<file path="config.mk">
export PLATFORM = sky130hd
export DESIGN_NAME = iterative_multiply_unit
export DESIGN_NICKNAME = d
export VERILOG_FILES = /design/src/rtl/iterative_multiply_unit.sv
export SDC_FILE = /design/constraint.sdc
export NUM_CORES = 1
export LEC_CHECK = 0
export CORE_ASPECT_RATIO = 1.5
export CORE_MARGIN = 2
export CORE_UTILIZATION = 55
export DETAILED_ROUTE_END_ITERATION = 8
export GPL_TIMING_DRIVEN = 0
export PLACE_DENSITY_LB_ADDON = 0.15
export SYNTH_ARGS = -nofsm -noshare
export SYNTH_HDL_FRONTEND = slang
export SYNTH_SLANG_ARGS = --single-unit
</file>
<file path="constraint.sdc">
create_clock -name clk -period 7.8 [get_ports clk]
set_input_delay 1.56 -clock clk [delete_from_list [all_inputs] [get_ports clk]]
set_output_delay 1.56 -clock clk [all_outputs]
set_load 0.02 [all_outputs]
</file>
<file path="src/rtl/iterative_multiply_unit.sv">
// iterative_multiply_unit
//   Multi-cycle WIDTH x WIDTH -> 2*WIDTH shift-and-add multiplier. One adder
//   does all the work: it negates the operands (signed mode), forms the
//   partial-product sums, and negates the product in two halves.
//
// Ports
//   clk       clock, rising edge
//   rst       asynchronous active-high reset
//   start     request, sampled when busy=0 (IDLE or DONE)
//   isSigned  two's-complement operands when 1, sampled with start
//   a, b      multiplicand / multiplier, bit 0 = MSB, sampled with start
//   busy      operation in progress
//   done      one-cycle result-valid pulse
//   prodHi    upper product half, bit 0 = MSB, held until the next result
//   prodLo    lower product half, bit 0 = MSB, held until the next result

module adder_unit #(
  parameter int W = 32
) (
  input  logic [W-1:0] a,
  input  logic [W-1:0] b,
  input  logic         cin,
  output logic [W-1:0] sum,
  output logic         cout
);
  assign {cout, sum} = {1'b0, a} + {1'b0, b} + {{W{1'b0}}, cin};
endmodule

module iterative_multiply_unit #(
  parameter int WIDTH = 32
) (
  input  logic             clk,
  input  logic             rst,
  input  logic             start,
  input  logic             isSigned,
  input  logic [0:WIDTH-1] a,
  input  logic [0:WIDTH-1] b,
  output logic             busy,
  output logic             done,
  output logic [0:WIDTH-1] prodHi,
  output logic [0:WIDTH-1] prodLo
);

  // state | meaning
  // IDLE  | waiting for start
  // NEGA  | M <= -M (magnitude of negative multiplicand)
  // NEGB  | Q <= -Q (magnitude of negative multiplier)
  // RUN   | WIDTH shift-and-add steps
  // NEGLO | negate low half, keep carry in k
  // NEGHI | negate high half using k
  // DONE  | result registered to outputs on the exit edge; may accept start

  localparam int CW = (WIDTH > 1) ? $clog2(WIDTH) : 1;

  typedef enum logic [2:0] {
    S_IDLE, S_NEGA, S_NEGB, S_RUN, S_NEGLO, S_NEGHI, S_DONE
  } state_t;

  state_t state, state_nxt;

  // Ports are MSB-at-bit-0; internally everything is [WIDTH-1:0] so that
  // bit 0 is the LSB. Vector assignment preserves the numeric value.
  logic [WIDTH-1:0] a_v, b_v;
  logic [WIDTH-1:0] m, q, p;
  logic [WIDTH-1:0] hi_r, lo_r;
  logic [WIDTH-1:0] add_a, add_b, sum;
  logic             add_cin, cout;
  logic             k, sgn_b_r, neg_r, done_r;
  logic             accept, sgn_a, sgn_b, last;
  logic [CW-1:0]    cnt;

  assign a_v    = a;
  assign b_v    = b;
  assign sgn_a  = isSigned & a_v[WIDTH-1];
  assign sgn_b  = isSigned & b_v[WIDTH-1];
  assign accept = start & ((state == S_IDLE) | (state == S_DONE));
  assign last   = (cnt == CW'(WIDTH - 1));

  adder_unit #(.W(WIDTH)) u_add (
    .a   (add_a),
    .b   (add_b),
    .cin (add_cin),
    .sum (sum),
    .cout(cout)
  );

  always_comb begin
    add_a   = '0;
    add_b   = '0;
    add_cin = 1'b0;
    case (state)
      S_NEGA: begin
        add_a   = ~m;
        add_cin = 1'b1;
      end
      S_NEGB, S_NEGLO: begin
        add_a   = ~q;
        add_cin = 1'b1;
      end
      S_RUN: begin
        add_a = p;
        add_b = q[0] ? m : '0;
      end
      S_NEGHI: begin
        add_a   = ~p;
        add_cin = k;
      end
      default: ;
    endcase
  end

  always_ff @(posedge clk or posedge rst) begin
    if (rst) state <= S_IDLE;
    else     state <= state_nxt;
  end

  always_comb begin
    state_nxt = state;
    case (state)
      S_IDLE, S_DONE: begin
        if (accept) begin
          if (sgn_a)      state_nxt = S_NEGA;
          else if (sgn_b) state_nxt = S_NEGB;
          else            state_nxt = S_RUN;
        end else begin
          state_nxt = S_IDLE;
        end
      end
      S_NEGA:  state_nxt = sgn_b_r ? S_NEGB : S_RUN;
      S_NEGB:  state_nxt = S_RUN;
      S_RUN:   if (last) state_nxt = neg_r ? S_NEGLO : S_DONE;
      S_NEGLO: state_nxt = S_NEGHI;
      S_NEGHI: state_nxt = S_DONE;
      default: state_nxt = S_IDLE;
    endcase
  end

  always_comb begin
    busy = 1'b0;
    case (state)
      S_NEGA, S_NEGB, S_RUN, S_NEGLO, S_NEGHI: busy = 1'b1;
      default: busy = 1'b0;
    endcase
  end

  always_ff @(posedge clk or posedge rst) begin
    if (rst) begin
      m       <= '0;
      q       <= '0;
      p       <= '0;
      k       <= 1'b0;
      cnt     <= '0;
      sgn_b_r <= 1'b0;
      neg_r   <= 1'b0;
      done_r  <= 1'b0;
      hi_r    <= '0;
      lo_r    <= '0;
    end else begin
      // done and the product registers update on the edge leaving DONE
      done_r <= (state == S_DONE);
      if (state == S_DONE) begin
        hi_r <= p;
        lo_r <= q;
      end
      case (state)
        S_IDLE, S_DONE: begin
          if (accept) begin
            m       <= a_v;
            q       <= b_v;
            p       <= '0;
            k       <= 1'b0;
            cnt     <= '0;
            sgn_b_r <= sgn_b;
            neg_r   <= sgn_a ^ sgn_b;
          end
        end
        S_NEGA: m <= sum;
        S_NEGB: q <= sum;
        S_RUN: begin
          // {P,Q} <= {c, s, Q} >> 1: the adder carry becomes the new P MSB
          p   <= {cout, sum[WIDTH-1:1]};
          q   <= {sum[0], q[WIDTH-1:1]};
          cnt <= cnt + CW'(1);
        end
        S_NEGLO: begin
          q <= sum;
          k <= cout;
        end
        S_NEGHI: p <= sum;
        default: ;
      endcase
    end
  end

  assign done   = done_r;
  assign prodHi = hi_r;
  assign prodLo = lo_r;

endmodule

</file>
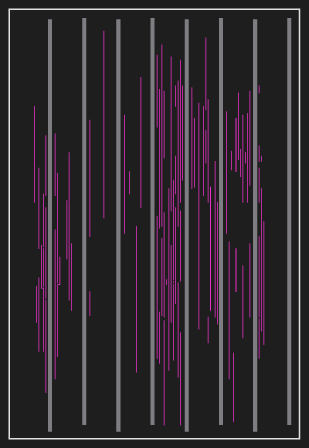
met4.png
Supply wires on this layer in gray.
share of all routed wire: 7.5%
main direction: vertical
nets with wire on the layer: 58

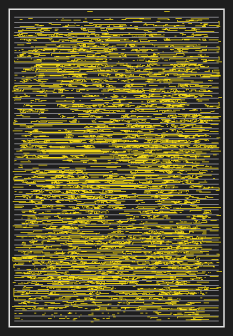
met1.png
Supply wires on this layer in gray.
wire length on this layer: 13200 microns
main direction: horizontal
share of all routed wire: 35%

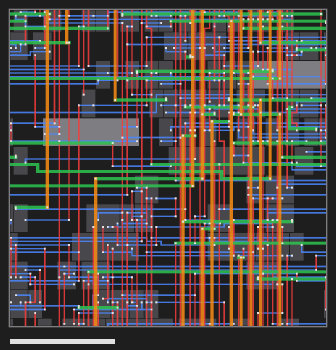
zoom.png
Bar = 10 microns. Region (42, 70) to (72, 100) microns. Cells in gray, sequential cells in the stronger gray; small squares are vias.
legend:
  met2:
    color: red
  met3:
    color: green
  met4:
    color: orange
  met1:
    color: blue
sequential cells in the window: 2
cells with their middle in the window: 74
netlist names of flops here include: q (1), state (1)
most frequent: clkbuf_1 (31), nand2_1 (6)

==> impl_metrics.toml <==
# implementation run metrics
[routing]
wl_met2_microns = 18300
drc = 0

[cells_and_area]
largest_class = "multi-input combinational cells"
fillers = 1524
clkbuf_count = 18
nMultiInputCombCells = 924
layout_top_cells = "288 x nand2_1, 172 x dfrtp_1, 133 x clkdlybuf4s50_1, 114 x o21ai_0, 79 x nor2_1"
insertedDiodeCount = 0
buffers = 221
layout.nets = 1465
comb_share_pct = 43.5

[worst_setup_path]
required_ns = 8.09
arrival_ns = 6.23
r2r_setup_slack_ns = 1.86
r2r_cells = 18

[worst_hold_path]
min_path_cells = 2
min_path_type = "reg2reg"

[global_routing]
grt_pass1_vias = 10426
grt_first_pass_wirelength_microns = 56800

[sta]
rsz0062_at_grt = "false"
slew_headroom_pct = 37.4
fin_crit_sh_pct = 76.1
setup_viol = 0

[clock_tree]
cts_tree = "done"
postCtsHoldBufs = 0
cts_root_buf = "clkbuf_16"
cts_inserted_buffers = 17
post-cts-setup-buffers = 0

[synth]
yosys_cells = 1208
async_reset_ff_share_pct = 100
synth-edff-count = 0
ff_type = "dfrtp_1"

[die]
rows = 60
chipArea_sq_um = 19500
ios = 134

[outcome]
outcome = "finished, final reports clean"

[pwr]
p_per_area_nw_per_um2 = 555

[placed_design]
placed_cell_area_sq_um = 11700
hpwl_microns = 27300
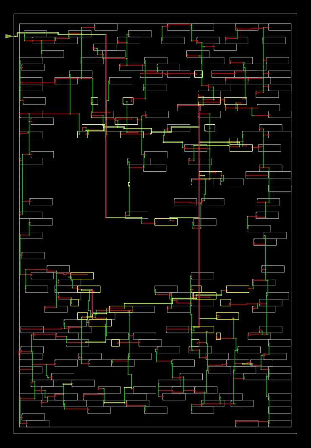
final_clocks.png
Clock Sinks: 172
clock skew: 0.0136 ns

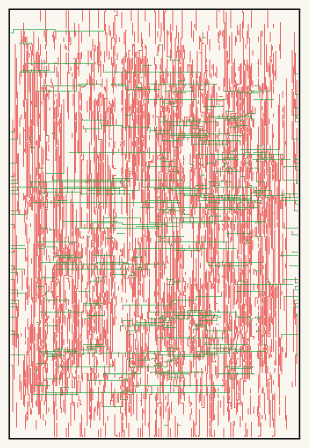
metal_stack.png
Two of the layers only.
legend:
  met2:
    color: red
    wire_length: 18300 microns
  met3:
    color: green
    wire_length: 2990 microns

-- cells by family after synthesis --
kind of cell / after synthesis / share of synthesized area [%]
and+or+nand+nor: 471 / 20.1
AOI/OAI and AO/OA: 375 / 24.5
DFF: 172 / 42.7
buffers and inverters: 112 / 4.33
adders and majority gates: 36 / 4.61
xor gates and xnor gates: 30 / 2.60
muxes: 12 / 1.22
-- final timing paths --
kind                                        start                     end
min in group asynchronous                     rst  prodLo[20]$_DFFE_PP0P_
hold reg to reg            prodHi[26]$_DFFE_PP0P_  prodHi[26]$_DFFE_PP0P_
max in group asynchronous                     rst       p[27]$_DFFE_PP0P_
hold / removal             prodHi[26]$_DFFE_PP0P_  prodHi[26]$_DFFE_PP0P_
setup / recovery             state[2]$_DFFE_PP0P_       p[30]$_DFFE_PP0P_
setup reg to reg             state[2]$_DFFE_PP0P_       p[30]$_DFFE_PP0P_
-- power by group through the flow --
stage                     Sequential (uW)  Combinational [uW]  Clock, uW
after detailed placement             1600                4220          0
after floorplan                      1530                2980          0
after global routing                 1630                4730        886
final                                1610                4360        856
after CTS                            1590                4260        858
after global placement               1590                4150          0
-- critical path: stages, from the launching register on --
cell	delay (ns)
dfrtp_1	0.36
clkbuf_1	0.19
nand2b_1	0.26
nor2_1	0.46
clkbuf_1	0.73
buf_1	0.75
nand3_1	0.21
fa_1	0.48
inv_1	0.09
fa_1	0.23
a21oi_2	0.07
nor2b_1	0.15
a311o_2	0.25
a21oi_2	0.10
a211o_4	0.37
a211oi_2	0.36
o221ai_2	0.17
xor2_1	0.37
o221ai_1	0.19
-- state kept, by name (all words and copies together), names as in the netlist --
name and flops:
cnt 5, done 1, k 1, m 32, neg_r 1, p 32, prodHi 32, prodLo 32
q 32, sgn_b_r 1, state 3
Power is estimated from default activity; no workload was simulated.
